Fig. 1: signal wires by layer
Two of the layers only.
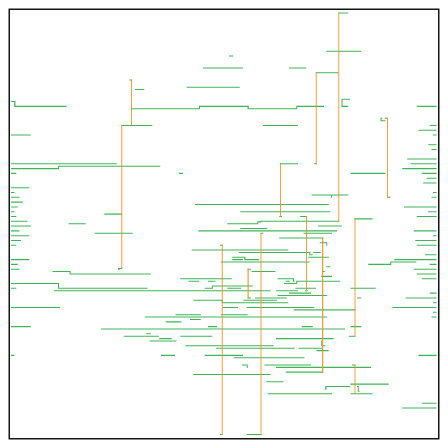
Fig. 2: met2 routing
Scale bar: 20 um.
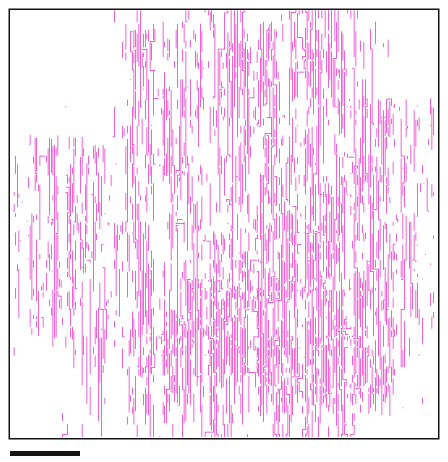
Fig. 3: sequential cells colored by netlist name
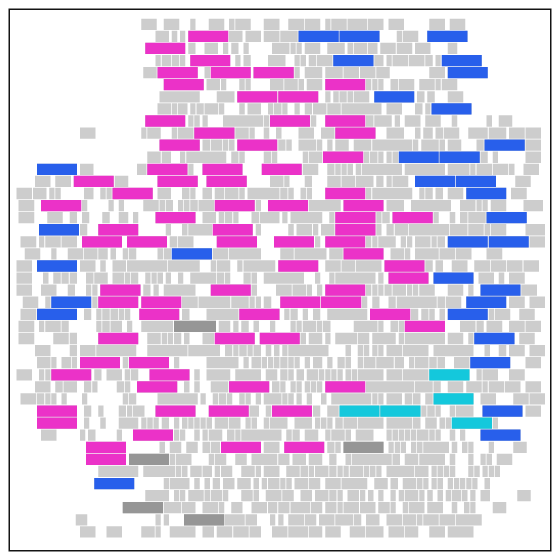
Fig. 4: wires at chosen ports, followed through buffers
Scale bar: 20 um.
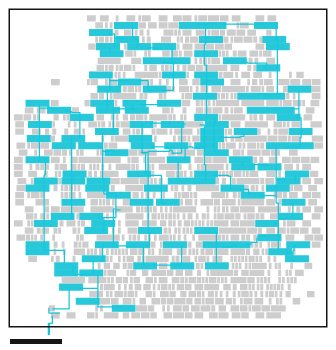
**src/rtl/rf_pkg.sv**
```systemverilog
// Register-file write-port types shared by the write-back arbiter and its FIFO.
package rf_pkg;
  localparam int REG_W  = 5;
  localparam int DATA_W = 32;

  typedef struct packed {
    logic              valid;
    logic [REG_W-1:0]  wreg;
    logic [DATA_W-1:0] data;
  } wb_entry_t;
endpackage

```
**src/rtl/wb_fifo.sv**
```systemverilog
// Long-latency write-back buffer: DEPTH-entry ring with kill-by-register, 1-cycle push-to-head.
// Full blocks pushes regardless of a same-cycle pop; entries exported oldest-first for lookups.
module wb_fifo
  import rf_pkg::*;
#(
  parameter int DEPTH = 2
) (
  input  logic             clk,
  input  logic             rst_n,
  input  logic             push_vld,
  input  wb_entry_t        push_dat,
  input  logic             pop_vld,
  input  logic             kill_vld,
  input  logic [REG_W-1:0] kill_reg,
  output logic             full,
  output logic             empty,
  output wb_entry_t        head_dat,
  output wb_entry_t        ent_dat [DEPTH]
);
  localparam int PW = $clog2(DEPTH);
  localparam int CW = PW + 1;

  wb_entry_t     mem_q [DEPTH];
  wb_entry_t     mem_d [DEPTH];
  logic [PW-1:0] head_q, head_d, tail_q, tail_d;
  logic [CW-1:0] cnt_q, cnt_d;
  logic          push_ok, pop_ok;

  assign full    = (cnt_q == CW'(DEPTH));
  assign empty   = (cnt_q == '0);
  assign push_ok = push_vld && !full;
  assign pop_ok  = pop_vld && !empty;

  always_comb begin
    mem_d  = mem_q;
    head_d = head_q;
    tail_d = tail_q;
    // Killed entries keep their slot so ordering and occupancy stay intact.
    for (int i = 0; i < DEPTH; i++) begin
      if (kill_vld && mem_q[i].valid && mem_q[i].wreg == kill_reg) begin
        mem_d[i].valid = 1'b0;
      end
    end
    if (pop_ok) begin
      mem_d[head_q].valid = 1'b0;
      head_d              = head_q + PW'(1);
    end
    if (push_ok) begin
      mem_d[tail_q] = push_dat;
      tail_d        = tail_q + PW'(1);
    end
    cnt_d = cnt_q + CW'(push_ok) - CW'(pop_ok);
  end

  always_comb begin
    head_dat = mem_q[head_q];
    if (empty) head_dat.valid = 1'b0;
    for (int i = 0; i < DEPTH; i++) begin
      ent_dat[i]       = mem_q[head_q + PW'(i)];
      ent_dat[i].valid = mem_q[head_q + PW'(i)].valid && (CW'(i) < cnt_q);
    end
  end

  always_ff @(posedge clk or negedge rst_n) begin
    if (!rst_n) begin
      for (int i = 0; i < DEPTH; i++) mem_q[i] <= '0;
      head_q <= '0;
      tail_q <= '0;
      cnt_q  <= '0;
    end else begin
      mem_q  <= mem_d;
      head_q <= head_d;
      tail_q <= tail_d;
      cnt_q  <= cnt_d;
    end
  end
endmodule

```
**src/rtl/wb_arbiter.sv**
```systemverilog
// Write-back arbiter: pipeline (1 cycle, always wins) and long-latency FIFO (>=2 cycles) share one RF port.
// lu_ready = !full; pend/forward are combinational. WB_FWD_EN adds the fwd_data1/fwd_data2 ports.
module wb_arbiter
  import rf_pkg::*;
#(
  parameter int DEPTH = 2
) (
  input  logic              clk,
  input  logic              rst_n,
  input  logic              pipe_valid,
  input  logic [REG_W-1:0]  pipe_reg,
  input  logic [DATA_W-1:0] pipe_data,
  input  logic              lu_valid,
  output logic              lu_ready,
  input  logic [REG_W-1:0]  lu_reg,
  input  logic [DATA_W-1:0] lu_data,
  output logic              RegWrite,
  output logic [REG_W-1:0]  WriteReg,
  output logic [DATA_W-1:0] WriteData,
  input  logic [REG_W-1:0]  q_reg1,
  input  logic [REG_W-1:0]  q_reg2,
  output logic              pend1,
  output logic              pend2
`ifdef WB_FWD_EN
  ,
  output logic [DATA_W-1:0] fwd_data1,
  output logic [DATA_W-1:0] fwd_data2
`endif
);
  logic              pipe_acc, lu_push, pop_vld, full, empty;
  wb_entry_t         push_dat, head_dat;
  wb_entry_t         ent_dat [DEPTH];
  logic              regwrite_q, regwrite_d;
  logic [REG_W-1:0]  wreg_q, wreg_d;
  logic [DATA_W-1:0] wdata_q, wdata_d;
  logic [DATA_W-1:0] fwd1, fwd2;

  assign pipe_acc = pipe_valid && (pipe_reg != '0);
  assign lu_ready = !full;
  assign lu_push  = lu_valid && (lu_reg != '0);

  // A same-cycle pipeline write to the same register makes the LU result stale on arrival.
  assign push_dat = '{valid: !(pipe_acc && pipe_reg == lu_reg), wreg: lu_reg, data: lu_data};

  wb_fifo #(.DEPTH(DEPTH)) u_fifo (
    .clk      (clk),
    .rst_n    (rst_n),
    .push_vld (lu_push),
    .push_dat (push_dat),
    .pop_vld  (pop_vld),
    .kill_vld (pipe_acc),
    .kill_reg (pipe_reg),
    .full     (full),
    .empty    (empty),
    .head_dat (head_dat),
    .ent_dat  (ent_dat)
  );

  always_comb begin
    regwrite_d = 1'b0;
    wreg_d     = wreg_q;
    wdata_d    = wdata_q;
    pop_vld    = 1'b0;
    if (pipe_acc) begin
      regwrite_d = 1'b1;
      wreg_d     = pipe_reg;
      wdata_d    = pipe_data;
    end else if (!empty) begin
      pop_vld = 1'b1;
      if (head_dat.valid) begin
        regwrite_d = 1'b1;
        wreg_d     = head_dat.wreg;
        wdata_d    = head_dat.data;
      end
    end
  end

  always_ff @(posedge clk or negedge rst_n) begin
    if (!rst_n) begin
      regwrite_q <= 1'b0;
      wreg_q     <= '0;
      wdata_q    <= '0;
    end else begin
      regwrite_q <= regwrite_d;
      wreg_q     <= wreg_d;
      wdata_q    <= wdata_d;
    end
  end

  assign RegWrite  = regwrite_q;
  assign WriteReg  = wreg_q;
  assign WriteData = wdata_q;

  // Oldest-to-youngest scan so the last FIFO hit wins; the output register overrides all.
  always_comb begin
    pend1 = 1'b0;
    pend2 = 1'b0;
    fwd1  = '0;
    fwd2  = '0;
    for (int i = 0; i < DEPTH; i++) begin
      if (q_reg1 != '0 && ent_dat[i].valid && ent_dat[i].wreg == q_reg1) begin
        pend1 = 1'b1;
        fwd1  = ent_dat[i].data;
      end
      if (q_reg2 != '0 && ent_dat[i].valid && ent_dat[i].wreg == q_reg2) begin
        pend2 = 1'b1;
        fwd2  = ent_dat[i].data;
      end
    end
    if (q_reg1 != '0 && regwrite_q && wreg_q == q_reg1) begin
      pend1 = 1'b1;
      fwd1  = wdata_q;
    end
    if (q_reg2 != '0 && regwrite_q && wreg_q == q_reg2) begin
      pend2 = 1'b1;
      fwd2  = wdata_q;
    end
  end

`ifdef WB_FWD_EN
  assign fwd_data1 = fwd1;
  assign fwd_data2 = fwd2;
`else
  logic unused_fwd;
  assign unused_fwd = ^{fwd1, fwd2};
`endif
endmodule
```
**config.mk**
```make
export PLATFORM = sky130hd
export DESIGN_NAME = wb_arbiter
export DESIGN_NICKNAME = d
export VERILOG_FILES = /design/src/rtl/rf_pkg.sv /design/src/rtl/wb_fifo.sv /design/src/rtl/wb_arbiter.sv
export SDC_FILE = /design/constraint.sdc
export NUM_CORES = 1
export LEC_CHECK = 0
export ABC_AREA = 1
export CORE_UTILIZATION = 48
export CTS_CLUSTER_SIZE = 20
export DETAILED_ROUTE_END_ITERATION = 8
export HOLD_SLACK_MARGIN = 0.15
export PLACE_DENSITY = 0.77
export SYNTH_ARGS = -nofsm -noshare
export SYNTH_HDL_FRONTEND = slang
export SYNTH_HIERARCHICAL = 1
export SYNTH_SLANG_ARGS = --single-unit
```
**constraint.sdc**
```tcl
create_clock -name clk -period 1.9 [get_ports clk]
set_input_delay 0.38 -clock clk [delete_from_list [all_inputs] [get_ports clk]]
set_output_delay 0.38 -clock clk [all_outputs]
set_load 0.03 [all_outputs]
```
==> flow_summary.ini <==
; generated from flow reports
[route]
drtPass1Iterations = 5
wl_per_cell_um = 16.7
drtIter0Drc = 559
vias_per_cell = 5.25

[clock_network]
cts_buffers = 17
cts_htree_levels = 4
cts_sinks = 118
clk_path_buf_depth = 2
clk_latency_ns = 0.42
cts_tree = built
clk_pin_slew_ns = 0.05

[final_layout]
final_cell_area_um2 = 9730
area_growth_pct = 41.8
stdcell_count = 1206
post-route-util_pct = 69.8
final_nets = 1103

[final_timing]
tns_ns = -2.38
tightest_slew_ns = 0.516
hold_viol_final = 0
finalWorstSetupSlack_ns = -0.538
slew_headroom_pct = 65.6
hold_slack_ns = 0.405
fin_worst_skew_ns = 0.0112
rsz0062_at_grt = true
setup_viol = 34

[floorplan]
row_count = 43
io_pins = 129
die-width_um = 122
fp.dieH_um = 122
fp_util_pct = 49.2

[grt]
grt_max_degree = 54
antenna_found_initial = 2
grt_pass1_wl_um = 27300

[logic_synthesis]
avgSynthCellArea_um2 = 7.77
syn-cell-area_um2 = 6860
synthesis.nets = 973
synth_warnings = 6

[run_status]
violations = negative setup slack
status = finished, violations left

[critical_path]
cp.required_ns = 1.52
worstPathMaxFanout = 5
arrival_ns = 2.06

[job]
log.warning_count = 28
drv_cap = 0

[pwr]
max-vdd-ir-drop_uv = 847

[placed_design]
dpl_cell_area_um2 = 8230
portBuffers = 128
place.gp.congestion = 0.852

[hold_path]
hold_class = input pin to register
Notes on Fig. 1 above:
color	layer	wire length
orange	metal 4	395 um
green	metal 3	1530 um

Notes on Fig. 2 above:
nets with wire on the layer	930
share of all routed wire	49%
main direction	vertical
wire length on this layer	9870 um
grt met2 use: 37.5%
routed vias: 6326
Final Routed Wirelength: 20100 um

Notes on Fig. 3 above:
color	netlist name	flops
magenta	`u_fifo/mem_q`	76
blue	`WriteData`	32
cyan	`WriteReg`	5
not colored	5
Seq power: 4460 uW
Seq/total area: 30.4%
Storage cell area: 2950 um2

Notes on Fig. 4 above:
color	port	bits	direction	end cells	buffers	wire
cyan	`rst_n`	1	input	118	5	909 um

==> layer usage <==
| layer | GRT usage [%] | routed length [um] | share of wire, % |
|---|---|---|---|
| met1 | 32.7 | 8320 | 41 |
| met2 | 37.5 | 9870 | 49 |
| met3 | 5.66 | 1530 | 7.6 |
| met4 | 7.64 | 395 | 2.0 |
| met5 | 0 | 0 | 0 |
==> timing repair <==
action	4_1_cts	5_1_grt
hold endpoints to repair	31	0
gates cloned	0	11
gates resized	18	161
setup endpoints to repair	12	35
setup buffers	2	7
hold buffers	1	0
pin swaps	4	48
==> registers in the layout (all words and copies together), names as in the netlist <==
| signal | flops |
|---|---|
| u_fifo/mem_q | 76 |
| WriteData | 32 |
| WriteReg | 5 |
| u_fifo/cnt_q | 2 |
| RegWrite | 1 |
| u_fifo/head_q | 1 |
| u_fifo/tail_q | 1 |
==> where the power goes <==
part           switching [uW]  internal, uW  total [uW]
Clock                    1070          1840        2920
Combinational            5420          4130        9540
Sequential                763          3690        4460
Total                    7250          9660       16900
==> cell usage in the layout, fill, tap and decap left out, types with 7 or more instances in the layout <==
master / instances
xnor2_1: 15
dfrtp_1: 117
xnor2_2: 8
clkbuf_16: 25
nand3_1: 38
o21ai_2: 50
nand3_2: 50
clkdlybuf4s50_1: 110
dlymetal6s2s_1: 9
nor2_1: 30
o21ai_1: 28
inv_1: 119
nand2_1: 218
o21ai_0: 50
nand2_2: 20
buf_12: 13
buf_6: 8
buf_4: 36
inv_2: 7
nand2_4: 22
==> metrics by stage <==
stage               total power (uW)  worst slack [ns]
finish                         16900            -0.538
global route                   17900            -0.607
CTS                            14500            -0.420
detailed placement             11500            -0.317
global placement               11300            -0.281
floorplan                       9900            0.0101
==> worst paths after layout <==
check | start | endpoint | slack, ns | cells past startpoint
worst min-delay path | pipe_reg[4] | WriteReg[4] | 0.41 | 4
worst min register to register | u_fifo/mem_q[55] | u_fifo/mem_q[55] | 0.51 | 2
min in group asynchronous | rst_n | WriteData[6] | 0.49 | 2
max in group asynchronous | rst_n | WriteData[16] | 0.86 | 3
worst max register to register | u_fifo/head_q | WriteData[20] | -0.08 | 12
worst max-delay path | u_fifo/head_q | pend1 | -0.54 | 9
==> worst max-delay path: stages (launching register included) <==
cell	delay, ns
dfrtp_2	0.47
clkbuf_16	0.19
buf_6	0.10
o21ai_0	0.07
nor2_1	0.24
nand2_1	0.11
inv_1	0.08
nand3_1	0.13
nand3_4	0.11
buf_6	0.13
==> final cells by class <==
type / instances / area (um2)
flip-flops and latches: 118 / 2950
clock inverters: 5 / 50.0
clock buffers: 25 / 475
well taps: 180 / 225
diodes: 2 / 5.00
repair buffers: 196 / 2170
fillers: 1020 / 4210
multi-input cells: 553 / 3360
inverters: 127 / 489
Power and IR drop assume default switching activity.
